### config.mk
export PLATFORM = sky130hd
export DESIGN_NAME = ahb_cmd_sequencer
export DESIGN_NICKNAME = d
export VERILOG_FILES = /design/src/rtl/ahb_cmd_sequencer.sv
export SDC_FILE = /design/constraint.sdc
export NUM_CORES = 1
export LEC_CHECK = 0
export CAP_MARGIN = 10
export CORE_MARGIN = 2
export CORE_UTILIZATION = 40
export DETAILED_ROUTE_END_ITERATION = 10
export PLACE_DENSITY = 0.54
export SLEW_MARGIN = 30
export SYNTH_ARGS = -nofsm -noshare
export SYNTH_HDL_FRONTEND = slang
export SYNTH_SLANG_ARGS = --single-unit
### constraint.sdc
create_clock -name hclk -period 4 [get_ports hclk]
set_input_delay 0.6 -clock hclk [delete_from_list [all_inputs] [get_ports hclk]]
set_output_delay 0.6 -clock hclk [all_outputs]
set_load 0.01 [all_outputs]
### src/rtl/ahb_cmd_sequencer.sv
// Command-table driven AHB transaction sequencer feeding ahbtop.
// Optional feature: define SEQ_LOOP_EN to replay the table continuously until reset.
module ahb_cmd_sequencer #(
  parameter int NCMD = 16
) (
  input  logic        hclk,
  input  logic        hreset,
  input  logic        cmd_we,
  input  logic [3:0]  cmd_idx,
  input  logic [23:0] cmd_wdata,
  input  logic        start,
  input  logic        hready,
  input  logic [7:0]  rdata,
  output logic [7:0]  data,
  output logic [10:0] address,
  output logic        write,
  output logic [2:0]  bursttype,
  output logic        valid,
  output logic        busy,
  output logic        done,
  output logic [7:0]  rd_sum
);

`ifdef SEQ_LOOP_EN
  localparam bit LOOP_EN = 1'b1;
`else
  localparam bit LOOP_EN = 1'b0;
`endif

  typedef enum logic [1:0] {IDLE, LOAD, BEAT, DONE} state_t;

  state_t      state, state_next;
  logic [23:0] cmd_table [NCMD];
  logic [23:0] entry;
  logic [3:0]  ptr;
  logic [2:0]  beat_cnt;
  logic        cur_last;
  logic        pending;
  logic        accept, final_beat, seq_end;

  // Remaining beats after the first; reserved encodings play as SINGLE.
  function automatic logic [2:0] beats_minus_one(input logic [2:0] b);
    case (b)
      3'b001:         return 3'd1;
      3'b010, 3'b011: return 3'd3;
      3'b100, 3'b101: return 3'd7;
      default:        return 3'd0;
    endcase
  endfunction

  function automatic logic [10:0] next_addr(input logic [10:0] a, input logic [2:0] b);
    case (b)
      3'b010:  return {a[10:2], a[1:0] + 2'd1};
      3'b100:  return {a[10:3], a[2:0] + 3'd1};
      default: return a + 11'd1;
    endcase
  endfunction

  assign entry      = cmd_table[ptr];
  assign accept     = (state == BEAT) && hready;
  assign final_beat = accept && (beat_cnt == 3'd0);
  assign seq_end    = final_beat && cur_last;
  assign valid      = (state == BEAT);
  assign busy       = (state != IDLE);

  always_ff @(posedge hclk) begin
    if (hreset) state <= IDLE;
    else        state <= state_next;
  end

  always_comb begin
    state_next = state;
    case (state)
      IDLE: if (start) state_next = LOAD;
      LOAD: state_next = BEAT;
      BEAT: begin
        if (final_beat) begin
          if (!cur_last || LOOP_EN) state_next = LOAD;
          else                      state_next = DONE;
        end
      end
      DONE:    state_next = IDLE;
      default: state_next = IDLE;
    endcase
  end

  // The table survives reset so software only reprograms changed entries.
  always_ff @(posedge hclk) begin
    if (cmd_we && !busy) cmd_table[cmd_idx] <= cmd_wdata;
  end

  always_ff @(posedge hclk) begin
    if (hreset) begin
      data      <= '0;
      address   <= '0;
      write     <= 1'b0;
      bursttype <= '0;
      done      <= 1'b0;
      rd_sum    <= '0;
      ptr       <= '0;
      beat_cnt  <= '0;
      cur_last  <= 1'b0;
      pending   <= 1'b0;
    end else begin
      done <= seq_end;

      // Read data trails its accepting edge by one hready cycle.
      if (state == IDLE && start)  rd_sum <= '0;
      else if (pending && hready) rd_sum <= rd_sum + rdata;

      if (accept && !write) pending <= 1'b1;
      else if (hready)      pending <= 1'b0;

      case (state)
        IDLE: if (start) ptr <= '0;
        LOAD: begin
          address   <= entry[18:8];
          data      <= entry[7:0];
          write     <= entry[22];
          bursttype <= entry[21:19];
          beat_cnt  <= beats_minus_one(entry[21:19]);
          cur_last  <= entry[23] || (ptr == 4'd15);
        end
        BEAT: begin
          if (accept) begin
            if (beat_cnt != 3'd0) begin
              address  <= next_addr(address, bursttype);
              data     <= data + 8'd1;
              beat_cnt <= beat_cnt - 3'd1;
            end else if (!cur_last) begin
              ptr <= ptr + 4'd1;
            end else if (LOOP_EN) begin
              ptr <= '0;
            end
          end
        end
        default: ;
      endcase
    end
  end

endmodule
==> summary.txt, run 1 <==
Results of an implementation run.

The buffer count from post-CTS setup fixing is 0. Post-CTS repair changed the size of 0 cells. No sink is reached through more buffers than the 3 on the longest clock path. Of the total synthesized cell area, the portion taken by AND-OR and OR-AND cells is 5.537%. The largest non-sequential cell family by area is multiplexers.

Clock-pin slew was measured on the worst setup and hold paths at 0.06 ns. Global routing consumed, on the met2 layer, 30.18% of the routing resources. Checking hold timing, the worst path is listed with class reg2reg. The skew report gives the latency at the later pin of the worst-skew pair as 0.58 ns. The number of search-and-repair iterations in the first detailed-routing pass is 5. The hold-critical path depth is 2.

The wire length on met2 is 19,890 um. Per the area breakdown, the dominant cell category is registers. The area fraction in and, or, nand and nor cells after synthesis is 5.001%. The synthesis log from Yosys contains 0 warnings. For reference, the critical path cell chain is buf_12 -> mux4_2 -> a221oi_1 -> o32ai_1 -> o21ai_1 -> a21oi_1.

There are 431 flip-flops and latches. The capture instance of the worst register-to-register path is address[5]. The portion of total power attributed to combinational logic is 15.7%.

Measured on the final layout, buffering overhead outside the clock network stands at 5.056%. The non-filler instance count after layout is 1,726. In the Yosys report, the sequential cells make up 71.21% of the chip area. The pre-CTS setup slack is 1.120 ns. Setup repair after global routing left no endpoint under its margin. At the worst endpoint, the arrival time is 3.15 ns. The clock tree root buffer cell is sky130_fd_sc_hd__clkbuf_16.

Routability-driven placement finished with a final weighted congestion of 0.7982. The DRC violation total after the first TritonRoute iteration is 815. Per the final layout report, the fraction of cells sized above drive strength 1 comes to 17.44%. The clock network burns 35.9% of the power. The end-of-flow timing check tallies setup violations at 0.

The startpoint kind of the worst setup timing path is a flip-flop. The most used standard cell by instance count after synthesis is sky130_fd_sc_hd__edfxtp_1. The residual DRC count is 0. The run finished with clean final reports. The combinational power is 1.73 mW. Power comes to 11.03 mW. The initial antenna violation count is 1. For hold timing, the worst endpoint is rd_sum[4]. TritonCTS built the clock tree. The placed wire-length estimate is 25,410 um. The count of plain and timing-repair buffers in the layout is 104. Buffers placed on the I/O ports in this run total 74. The detailed-routing wirelength on met1 is 19,800 um. The routed via count divided by cell count is 5.555. The power report attributes to the sequential group a share of 48.4%.

The worst reg-to-reg setup slack is 1.28 ns. The met1 track demand over resource in global routing is 28.53%. In the synthesis report, Yosys lists the chip area as 17,510 um^2. The standard-cell row count is 76.
## run 1: worst register-to-register path: stages, from the launching register on
cell                       delay [ns]
sky130_fd_sc_hd__dfxtp_4         0.73
sky130_fd_sc_hd__buf_12          0.45
sky130_fd_sc_hd__mux4_2          0.66
sky130_fd_sc_hd__a221oi_1        0.38
sky130_fd_sc_hd__o32ai_1         0.12
sky130_fd_sc_hd__o21ai_1         0.16
sky130_fd_sc_hd__a21oi_1         0.08
## run 1: worst max-delay path by stage
stage | from | end | slack (ns)
floorplan | state[0] | cmd_table[0][0] | 0.79
global placement | cmd_we | cmd_table[12][17] | 1.13
detailed placement | cmd_we | cmd_table[12][17] | 1.12
CTS | flip-flop | address[5] | 1.22
global route | flip-flop | beat_cnt[0] | 1.04
finish | flip-flop | address[5] | 1.28
==> run_1/layer_met1.png <==
Scale: 3 px per um. Supply wires on this layer in grey.
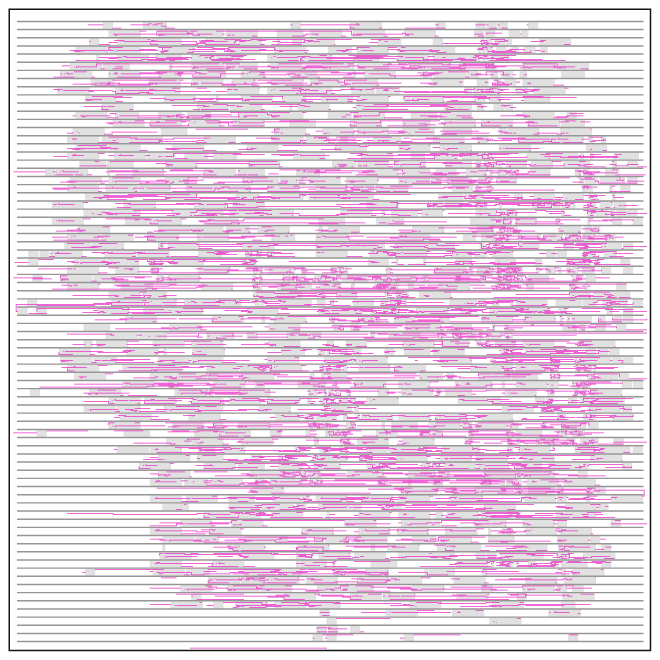
longest straight run	74.1 um
main direction	horizontal

==> run_1/flops_by_reg.png <==
Scale: 2 px per um. Other sequential cells in the stronger grey, the rest of the logic in the fainter grey.
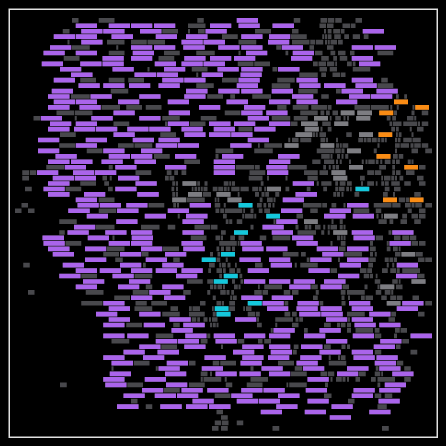
name in the netlist	colour	flops
`cmd_table`	purple	384
`address`	cyan	11
`rd_sum`	orange	8
not coloured	28

==> run_1/congestion.png <==
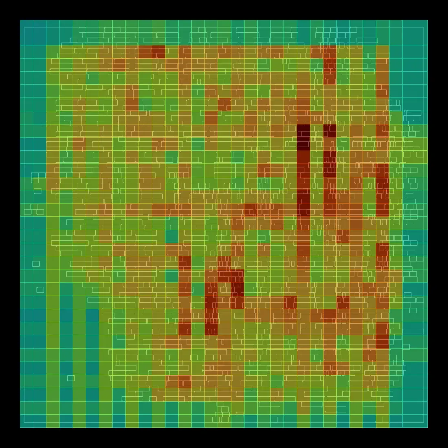
global routing met3 resource utilization: 3.545%
total routing resource utilization after global routing: 19.68%
WL per Instance: 25.09 um
busiest metal layer after global routing: met2

==> run_1/wires.png <==
Scale: 2 px per um. Only two layers are drawn.
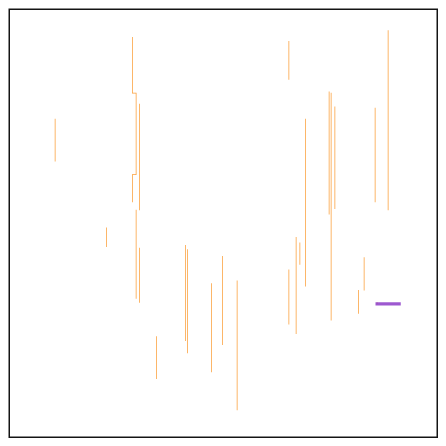

--- run 2 (diff from run 1) ---
--- a/config.mk
+++ b/config.mk
@@ -9,7 +9,7 @@
 export CORE_MARGIN = 2
 export CORE_UTILIZATION = 40
 export DETAILED_ROUTE_END_ITERATION = 10
-export PLACE_DENSITY = 0.54
+export PLACE_DENSITY = 0.57
 export SLEW_MARGIN = 30
 export SYNTH_ARGS = -nofsm -noshare
 export SYNTH_HDL_FRONTEND = slang
==> constraint.sdc (replaced) <==
create_clock -name hclk -period 2.4 [get_ports hclk]
set_input_delay 0.36 -clock hclk [delete_from_list [all_inputs] [get_ports hclk]]
set_output_delay 0.36 -clock hclk [all_outputs]
set_load 0.01 [all_outputs]
==> run_2/wires.png <==
Scale: 2 px per um. Only two layers are drawn.
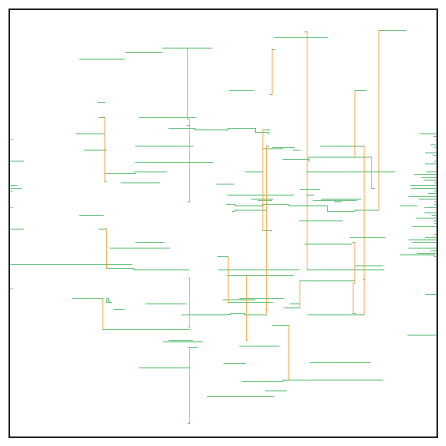
layer	colour	wire length
metal 3	green	1,880 um
metal 4	orange	840 um

==> summary.txt, run 2 <==
Results of an implementation run.

Post-synth the commonest register cell is sky130_fd_sc_hd__edfxtp_1. The number of search-and-repair iterations in the first detailed-routing pass is 4 (-1). The type recorded for the worst min-delay path is reg2reg. The residual DRC count came to 0 (unchanged). The global routing usage on met3 is 2.692% (-0.85 points). The worst reg-to-reg setup slack is 0.09 ns (-1.20 ns).

TritonCTS built the clock tree. Walking the worst path, the cells encountered are buf_12 -> buf_12 -> buf_16 -> mux4_1 -> mux2_2 -> a31o_2 -> o21ai_0 -> a21oi_1. The combinational power is 3.20 mW (+85%). The maximum number of buffers from clock root to sink is 3 (unchanged). The final-report setup violation count is 0 (unchanged). The arrival time at the worst endpoint is 2.73 ns (-0.42 ns). The detailed-routing wirelength on met1 came to 19,850 um (+0.28%). The and-or/or-and share of the synthesized area is 5.537% (unchanged). The global routing stage identified its most utilized layer as met2. The pre-CTS setup slack is -0.02442 ns (-1.145 ns). The routed via count divided by cell count is 5.421 (-2.4%). The global-route usage over all layers is 19.17% (-0.52 points). Clock tree synthesis selected as its root buffer the cell sky130_fd_sc_hd__clkbuf_16. The area fraction in and, or, nand and nor cells after synthesis was 5.001% (unchanged).

The DRC violation total after the first TritonRoute iteration is 999 (+23%). The non-filler instance count after layout is 1,767 (+2.4%). The most frequently used library cell after synthesis is sky130_fd_sc_hd__edfxtp_1. The insertion delay to the later sink of the worst-skew pair is 0.56 ns (-0.02 ns). The largest non-sequential cell family by area is multiplexers. The flow ran to the end, and the final reports show no timing, DRC or antenna violations. The part of the total power dissipated in the clock network is 36.2% (+0.3 points). The share of cells above drive strength 1 is 21.00% (+3.6 points).

The placed wire-length estimate was 26,460 um (+4.1%). The clock slew seen by the registers of the worst setup and hold paths was 0.06 ns (about the same). The area of the synthesized netlist per yosys stat is 17,510 um^2 (unchanged). The number of port buffers was 74 (unchanged).

The wire length on met2 is 20,320 um (+2.1%). The startpoint kind of the worst setup timing path is a flip-flop. The power share of the sequential group is 46.9% (-1.5 points). The terminating pin of the worst hold path is rd_sum[4].

The sequential fraction of the synthesis area is 71.21% (unchanged). The met2 usage in global routing is 30.79% (+0.61 points). The yosys warning tally is 0 (unchanged). The initial antenna violation count is 1 (unchanged). The met1 track demand over resource in global routing came to 27.77% (-0.76 points). The average wire per cell in the routed design is 24.27 um (-3.3%).
==> run 2: layout make-up <==
type	instances	share of cell area, %
sequential	431	58.80
multi-input combinational	506	22.72
timing repair buffer	144	7.828
clock buffer	69	6.313
tap	585	3.448
clock inverter	14	0.5777
inverter	17	0.3006
antenna	1	0.01179
==> run 2: critical path, delay by kind of cell (launching register included) <==
family | cells | cell delay, ns
flops | 1 | 0.37
compound gates | 3 | 0.50
buf+inv | 3 | 0.43
mux | 2 | 0.85
==> run 2: repair_timing <==
item,4_1_cts,5_1_grt
gates resized,2,9
endpoints found under the setup margin,2,12
hold buffers,0,0
buffers inserted,0,3
pin swaps,0,0
--- run 3 (diff from run 2) ---
--- a/config.mk
+++ b/config.mk
@@ -5,11 +5,11 @@
 export SDC_FILE = /design/constraint.sdc
 export NUM_CORES = 1
 export LEC_CHECK = 0
-export CAP_MARGIN = 10
 export CORE_MARGIN = 2
 export CORE_UTILIZATION = 40
 export DETAILED_ROUTE_END_ITERATION = 10
 export PLACE_DENSITY = 0.57
+export SKIP_LAST_GASP = 1
 export SLEW_MARGIN = 30
 export SYNTH_ARGS = -nofsm -noshare
 export SYNTH_HDL_FRONTEND = slang
==> run_3/wires.png <==
Scale: 2 px per um. Only two layers are drawn.
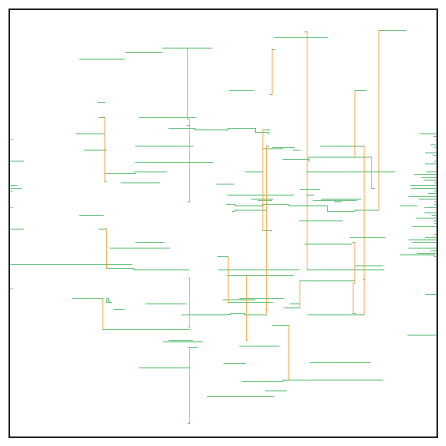
layer	colour	wire length
metal 4	orange	840 um
metal 3	green	1,880 um

==> summary.txt, run 3 <==
Results of an implementation run.

The run finished with clean final reports. The terminating pin of the worst hold path is rd_sum[4]. The count of plain and timing-repair buffers in the layout came to 144 (unchanged). The final-report setup violation count is 0 (unchanged).

The non-filler instance count after layout is 1,767 (unchanged). The DRC violation total after the first TritonRoute iteration was 999 (unchanged). The placed wire-length estimate is 26,460 um (unchanged). The count of clock-net buffers in the final layout is 69 (unchanged). The part of the total power dissipated in the clock network is 36.2% (about the same).

The number of gates on the worst path with buffers counted is 8 (unchanged). The share of cells above drive strength 1 is 21.00% (unchanged). The clock tree root buffer cell is sky130_fd_sc_hd__clkbuf_16. The number of buffer and inverter instances along the worst setup path came to 3 (unchanged). The average wire per cell in the routed design came to 24.27 um (unchanged). The type of the tightest min-delay check is reg2reg. The most frequently used library cell after synthesis is sky130_fd_sc_hd__edfxtp_1.

The routed via count divided by cell count is 5.421 (unchanged). The maximum number of buffers from clock root to sink was 3 (unchanged). The register fraction of the total cell area is 58.80% (unchanged). The arrival time at the worst endpoint came to 2.73 ns (about the same).

The clock tree from TritonCTS is done. The number of non-clock inverters is 17 (unchanged). The area of the synthesized netlist per yosys stat is 17,510 um^2 (unchanged). The number of buffers inserted by hold repair at cts was 0 (unchanged). The number of search-and-repair iterations in the first detailed-routing pass came to 4 (unchanged). The combinational power is 3.20 mW (about the same). The final-layout non-clock buffer area share was 7.828% (unchanged). The signal on the critical path passes through buf_12 -> buf_12 -> buf_16 -> mux4_1 -> mux2_2 -> a31o_2 -> o21ai_0 -> a21oi_1.

On the critical path the largest part of the delay comes from multiplexers. The antenna diode instance count is 1 (unchanged). The number of port buffers was 74 (unchanged).

The number of instances resized during post-cts repair is 2 (unchanged). The number of multi-input combinational cells in the layout is 506 (unchanged). The global-route usage over all layers is 19.17% (unchanged).
[run 3: layer usage]
layer	global-route usage, %	vias up	share of wire, %
met5	0	-	0
met4	4.646	0	2.0
met3	2.692	50	4.4
met2	30.79	210	47
met1	27.77	5000	46
li1	-	4319	-
[run 3: cell families (layout without fill, tap and decap cells)]
| logic type | Yosys count | count (layout) | synth area share (%) |
|---|---|---|---|
| multiplexers | 140 | 140 | 14.12 |
| adder cells (fa/ha/maj) | 18 | 18 | 1.329 |
| buffers and inverters | 65 | 244 | 2.150 |
| other | 0 | 1 | 0 |
| AND/OR/NAND/NOR | 188 | 188 | 5.001 |
| XOR/XNOR | 13 | 13 | 0.6501 |
| flip-flops | 431 | 431 | 71.21 |
| AND-OR/OR-AND | 147 | 147 | 5.537 |
Power is estimated from default activity; no workload was simulated.
